m4.png
Scale: 2 px per um. Supply wires on this layer in gray.
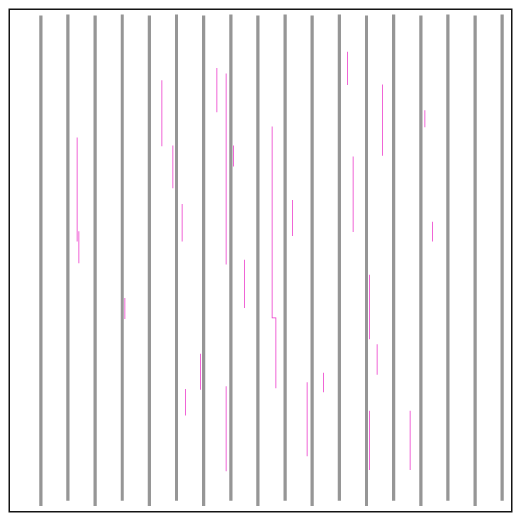
m1.png
Scale: 2 px per um. Supply wires on this layer in gray.
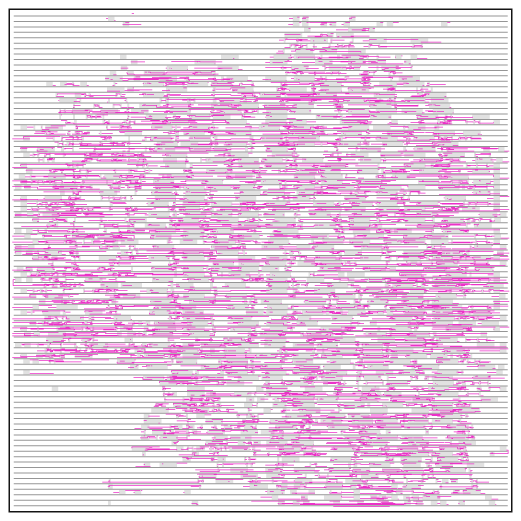
layers.png
Scale: 2 px per um. Only two layers are drawn.
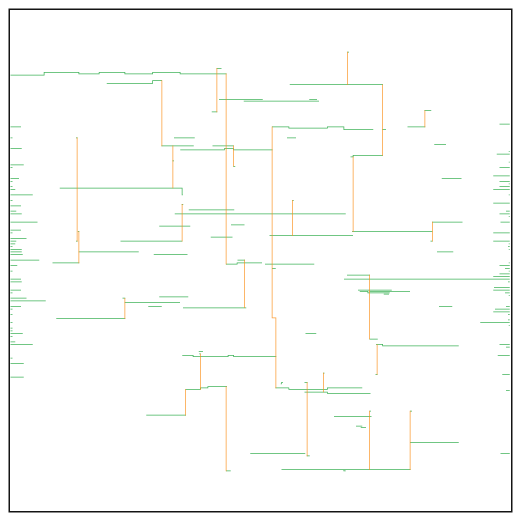
congestion_map.png
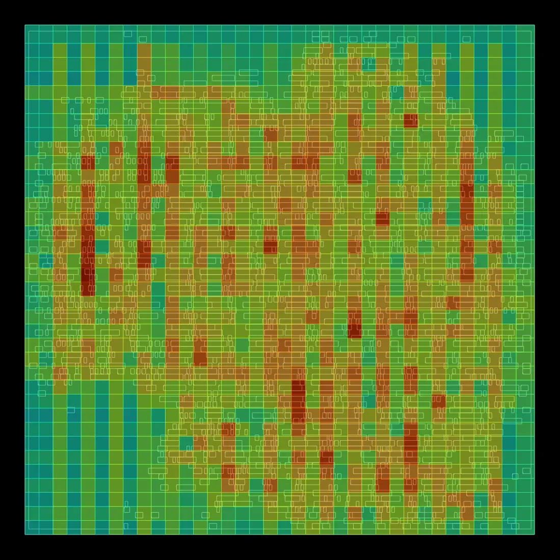
ff_map.png
Scale: 2 px per um.
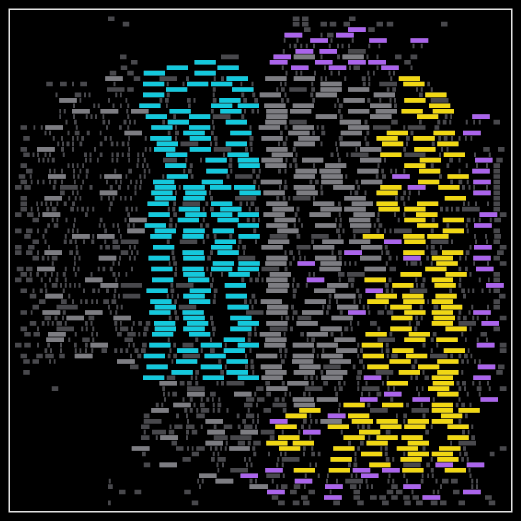
### config.mk
export PLATFORM = sky130hd
export DESIGN_NAME = zacore_fetch
export DESIGN_NICKNAME = d
export VERILOG_FILES = /design/src/rtl/zacore_fetch.sv
export SDC_FILE = /design/constraint.sdc
export NUM_CORES = 1
export LEC_CHECK = 0
export ABC_AREA = 1
export CAP_MARGIN = 10
export CELL_PAD_IN_SITES_DETAIL_PLACEMENT = 1
export CELL_PAD_IN_SITES_GLOBAL_PLACEMENT = 2
export CORE_MARGIN = 1.5
export CORE_UTILIZATION = 32
export CTS_CLUSTER_SIZE = 25
export DETAILED_ROUTE_END_ITERATION = 8
export PLACE_DENSITY = 0.71
export SLEW_MARGIN = 25
export SYNTH_ARGS = -nofsm -noshare
export SYNTH_HDL_FRONTEND = slang
export SYNTH_SLANG_ARGS = --single-unit
### constraint.sdc
create_clock -name clk -period 3.8 [get_ports clk]
set_input_delay 0.38 -clock clk [delete_from_list [all_inputs] [get_ports clk]]
set_output_delay 0.38 -clock clk [all_outputs]
set_load 0.005 [all_outputs]
### src/rtl/zacore_fetch.sv
// Zacore fetch stage: PC generation, in-order imem requests with credit-limited
// outstanding count, response buffering and a registered beat to decode.
package zacore_pkg;
  typedef logic [30:0] pc_t;
  typedef struct packed { logic valid; pc_t pc; } redirect_info_t;
  typedef struct packed { redirect_info_t datapath_info; } execute_fetch_if_t;
  typedef struct packed { logic valid; pc_t pc; logic [31:0] inst; } decode_info_t;
  typedef struct packed { decode_info_t datapath_info; } fetch_decode_if_t;
endpackage

module zacore_fetch
  import zacore_pkg::*;
#(
  parameter logic [31:0] RESET_PC = 32'h0000_0000,
  parameter int unsigned DEPTH    = 4
) (
  input  logic              clk,
  input  logic              rst_n,
  output logic              o_imem_req_valid,
  input  logic              i_imem_req_ready,
  output pc_t               o_imem_req_addr,
  input  logic              i_imem_rsp_valid,
  input  logic [31:0]       i_imem_rsp_data,
  input  execute_fetch_if_t i_execute_fetch,
  input  logic              i_decode_stall,
  output fetch_decode_if_t  o_fetch_decode
);
  localparam int CW = $clog2(DEPTH + 1);
  localparam int PW = $clog2(DEPTH);
  typedef logic [CW-1:0] cnt_t;
  typedef logic [PW-1:0] ptr_t;

  function automatic ptr_t inc(input ptr_t p);
    return (p == ptr_t'(DEPTH - 1)) ? '0 : ptr_t'(p + ptr_t'(1));
  endfunction

  pc_t              r_pc;
  cnt_t             r_outstanding, r_discard, r_count;
  ptr_t             r_tag_wp, r_tag_rp, r_wp, r_rp;
  pc_t              r_tag   [DEPTH];
  pc_t              r_fq_pc [DEPTH];
  logic [31:0]      r_fq_ins[DEPTH];
  fetch_decode_if_t r_fd;

  logic        w_redirect, w_req_fire, w_push, w_pop;
  logic [CW:0] w_credit;

  assign w_redirect = i_execute_fetch.datapath_info.valid;
  assign w_credit   = {1'b0, r_outstanding} + {1'b0, r_count};
  // Gated by rst_n so no request leaks out while reset is held.
  assign o_imem_req_valid = rst_n && !w_redirect && (w_credit < (CW+1)'(DEPTH));
  assign o_imem_req_addr  = r_pc;
  assign w_req_fire = o_imem_req_valid && i_imem_req_ready;
  assign w_push     = i_imem_rsp_valid && (r_discard == '0) && !w_redirect;
  assign w_pop      = !w_redirect && !i_decode_stall && (r_count != '0);
  assign o_fetch_decode = r_fd;

  always_ff @(posedge clk or negedge rst_n) begin
    if (!rst_n) begin
      r_pc          <= RESET_PC[31:1];
      r_outstanding <= '0;
      r_discard     <= '0;
      r_tag_wp      <= '0;
      r_tag_rp      <= '0;
    end else begin
      r_outstanding <= r_outstanding + cnt_t'(w_req_fire) - cnt_t'(i_imem_rsp_valid);
      if (w_req_fire) r_tag_wp <= inc(r_tag_wp);
      if (i_imem_rsp_valid) r_tag_rp <= inc(r_tag_rp);
      if (w_redirect) begin
        r_pc      <= i_execute_fetch.datapath_info.pc;
        r_discard <= r_outstanding - cnt_t'(i_imem_rsp_valid);
      end else begin
        if (w_req_fire) r_pc <= r_pc + pc_t'(2);
        if (i_imem_rsp_valid && r_discard != '0) r_discard <= r_discard - cnt_t'(1);
      end
    end
  end

  always_ff @(posedge clk or negedge rst_n) begin
    if (!rst_n) begin
      r_wp    <= '0;
      r_rp    <= '0;
      r_count <= '0;
    end else if (w_redirect) begin
      r_wp    <= '0;
      r_rp    <= '0;
      r_count <= '0;
    end else begin
      if (w_push) r_wp <= inc(r_wp);
      if (w_pop)  r_rp <= inc(r_rp);
      r_count <= r_count + cnt_t'(w_push) - cnt_t'(w_pop);
    end
  end

  // Storage needs no reset; pointers and counts qualify every read.
  always_ff @(posedge clk) begin
    if (w_req_fire) r_tag[r_tag_wp] <= r_pc;
    if (w_push) begin
      r_fq_pc[r_wp]  <= r_tag[r_tag_rp];
      r_fq_ins[r_wp] <= i_imem_rsp_data;
    end
  end

  always_ff @(posedge clk or negedge rst_n) begin
    if (!rst_n) begin
      r_fd <= '0;
    end else if (w_redirect) begin
      r_fd.datapath_info.valid <= 1'b0;
    end else if (!i_decode_stall) begin
      r_fd.datapath_info.valid <= (r_count != '0);
      if (r_count != '0) begin
        r_fd.datapath_info.pc   <= r_fq_pc[r_rp];
        r_fd.datapath_info.inst <= r_fq_ins[r_rp];
      end
    end
  end

  a_no_overflow: assert property (@(posedge clk) disable iff (!rst_n)
    !(w_push && !w_pop && r_count == cnt_t'(DEPTH)));
endmodule

==> run_results.csv <==
group,metric,value,unit
status,status,"finished clean",
floorplan,initCoreUtil,0.324,
placed_design,placed_cells,2573,
pwr,pwr-share-clk,0.316,
logic_synthesis,synth_top_flop_cell,"edfxtp_1",
logic_synthesis,top_cell_area_share,0.576,
drt,met3WireLength,1900,um
floorplan,die_y,251,um
final_layout,nets,1938,
pwr,p_sw,4940,uW
drt,viasPerCell,4.86,
clock_network,clk_pin_slew,0.06,ns
timing,rsz0062_at_grt,"false",
setup_path,crit_path_top_delay_cell,"dfrtp_1",
drt,ant_nets,0,
setup_path,reg2reg_depth,9,
setup_path,regToRegSetupSlack,1.10,ns
clock_network,cts_buffer_depth,3,
clock_network,cts_tree,"yes",
timing,max_slew_margin,0.377,
floorplan,io_pins,165,
run,tool_warnings,34,
timing,finalClockSkew,0.0192,ns
timing,period_used_share,0.710,
logic_synthesis,common_cells,"380 x nand2_1, 376 x edfxtp_1, 249 x nor2_1",
setup_path,crit_type,"reg -> reg",
setup_path,cp-startpoint,"r_outstanding[2]",
logic_synthesis,ys_area,19600,um2
setup_path,crit_family,"adder cells",
global_routing,antenna_found_initial,0,
final_layout,area_growth,21.6,%
global_routing,use_met2,0.285,
logic_synthesis,top_area_cell,"edfxtp_1",
drt,maxUsedRoutingLayer,"met4",
setup_path,rr_endpoint,"r_outstanding[2]",
placed_design,dpl_cell_area,22100,um2
timing,finalSetupTns,0,ns
final_layout,postLayoutCellArea,23900,um2
drt,dr_total_vias,12992,
global_routing,grt-busiest-layer,"met2",
timing,max_slew.worst_pin.slew,0.935,ns
logic_synthesis,area_leaders,"edfxtp_1 58%, dfrtp_1 14%, nand2_1 7.3%",
floorplan,rows,90,
final_layout,final_layout_size_suffix_gt1_frac,0.0698,
setup_path,startpoint_type,"flip-flop",
global_routing,grt-ovfl-total,0,
drt,drc_errors,0,
floorplan,die_area,62800,um2
timing,whs,0.173,ns
drt,drt_iter0_drc,623,
pwr,p_seq_frac,0.450,
timing,final_hold_viol_count,0,
setup_path,path_common_cell,"ha_1",
setup_path,worst-path-buf-inv,1,
logic_synthesis,yosysMostFrequentCell,"nand2_1",
global_routing,grt_pass1_vias,13882,
clock_network,clock_latency,0.61,ns
pwr,p_clk,5070,uW
timing,setup_viol,0,
pwr,seq-power,7220,uW
drt,wirelength,50900,um
global_routing,grt_pass1_wl,79000,um
timing,fmax,370,MHz
logic_synthesis,yosys_cells,1685,
placed_design,port_buffers,164,
logic_synthesis,synth_area,19600,um2
logic_synthesis,ys.flops,488,
pwr,p_total,16000,uW
logic_synthesis,syn_nets,1776,
logic_synthesis,ys_warn_count,0,
drt,dr_wl_met2,25400,um
logic_synthesis,synth_cell_types,31,
placed_design,globalplace.congestion,0.818,
setup_path,crit_path_end_kind,"flip-flop",
pwr,power_density,673,nW/um2
Notes on m4.png above:
longest straight run	95.5 um
share of all routed wire	1.5%
wire length on this layer	782 um
main direction	vertical

Notes on m1.png above:
main direction	horizontal
wire length on this layer	22.8 mm
longest straight run	63.9 um
nets with wire on the layer	1783
share of all routed wire	45%

Notes on layers.png above:
color	layer	wire length
orange	M4	782 um
green	M3	1900 um

Notes on congestion_map.png above:
met1 Use GR: 0.208
total track usage: 0.162

Notes on ff_map.png above:
color	signal	placed flops
yellow	r_fq_ins	128
cyan	r_tag	124
purple	o_fetch_decode	64
not colored	172

cell type report:
cell class | instances | area (um2) | share of cell area
flip-flops and latches | 488 | 14100 | 0.591
multi-input cells | 1047 | 4910 | 0.206
repair buffers | 192 | 1910 | 0.0801
clock buffers | 61 | 1380 | 0.0578
well taps | 782 | 978 | 0.0410
clock inverters | 37 | 334 | 0.0140
inverters | 65 | 246 | 0.0103
state kept, by name, indices dropped and copies added, names as in the netlist, 3 cells and up:
name	cells
r_fq_ins	128
r_fq_pc	124
r_tag	124
o_fetch_decode	64
o_imem_req_addr	31
r_count	3
r_discard	3
r_outstanding	3
cells by family after synthesis:
group           synth area share
compound gates            0.0854
xor+xnor                 0.00581
fa+ha+maj                 0.0148
buf+inv                   0.0334
flops                      0.719
mux                     0.000511
simple gates               0.141
Power figures rest on the tool's default switching activity, not on a simulated workload.
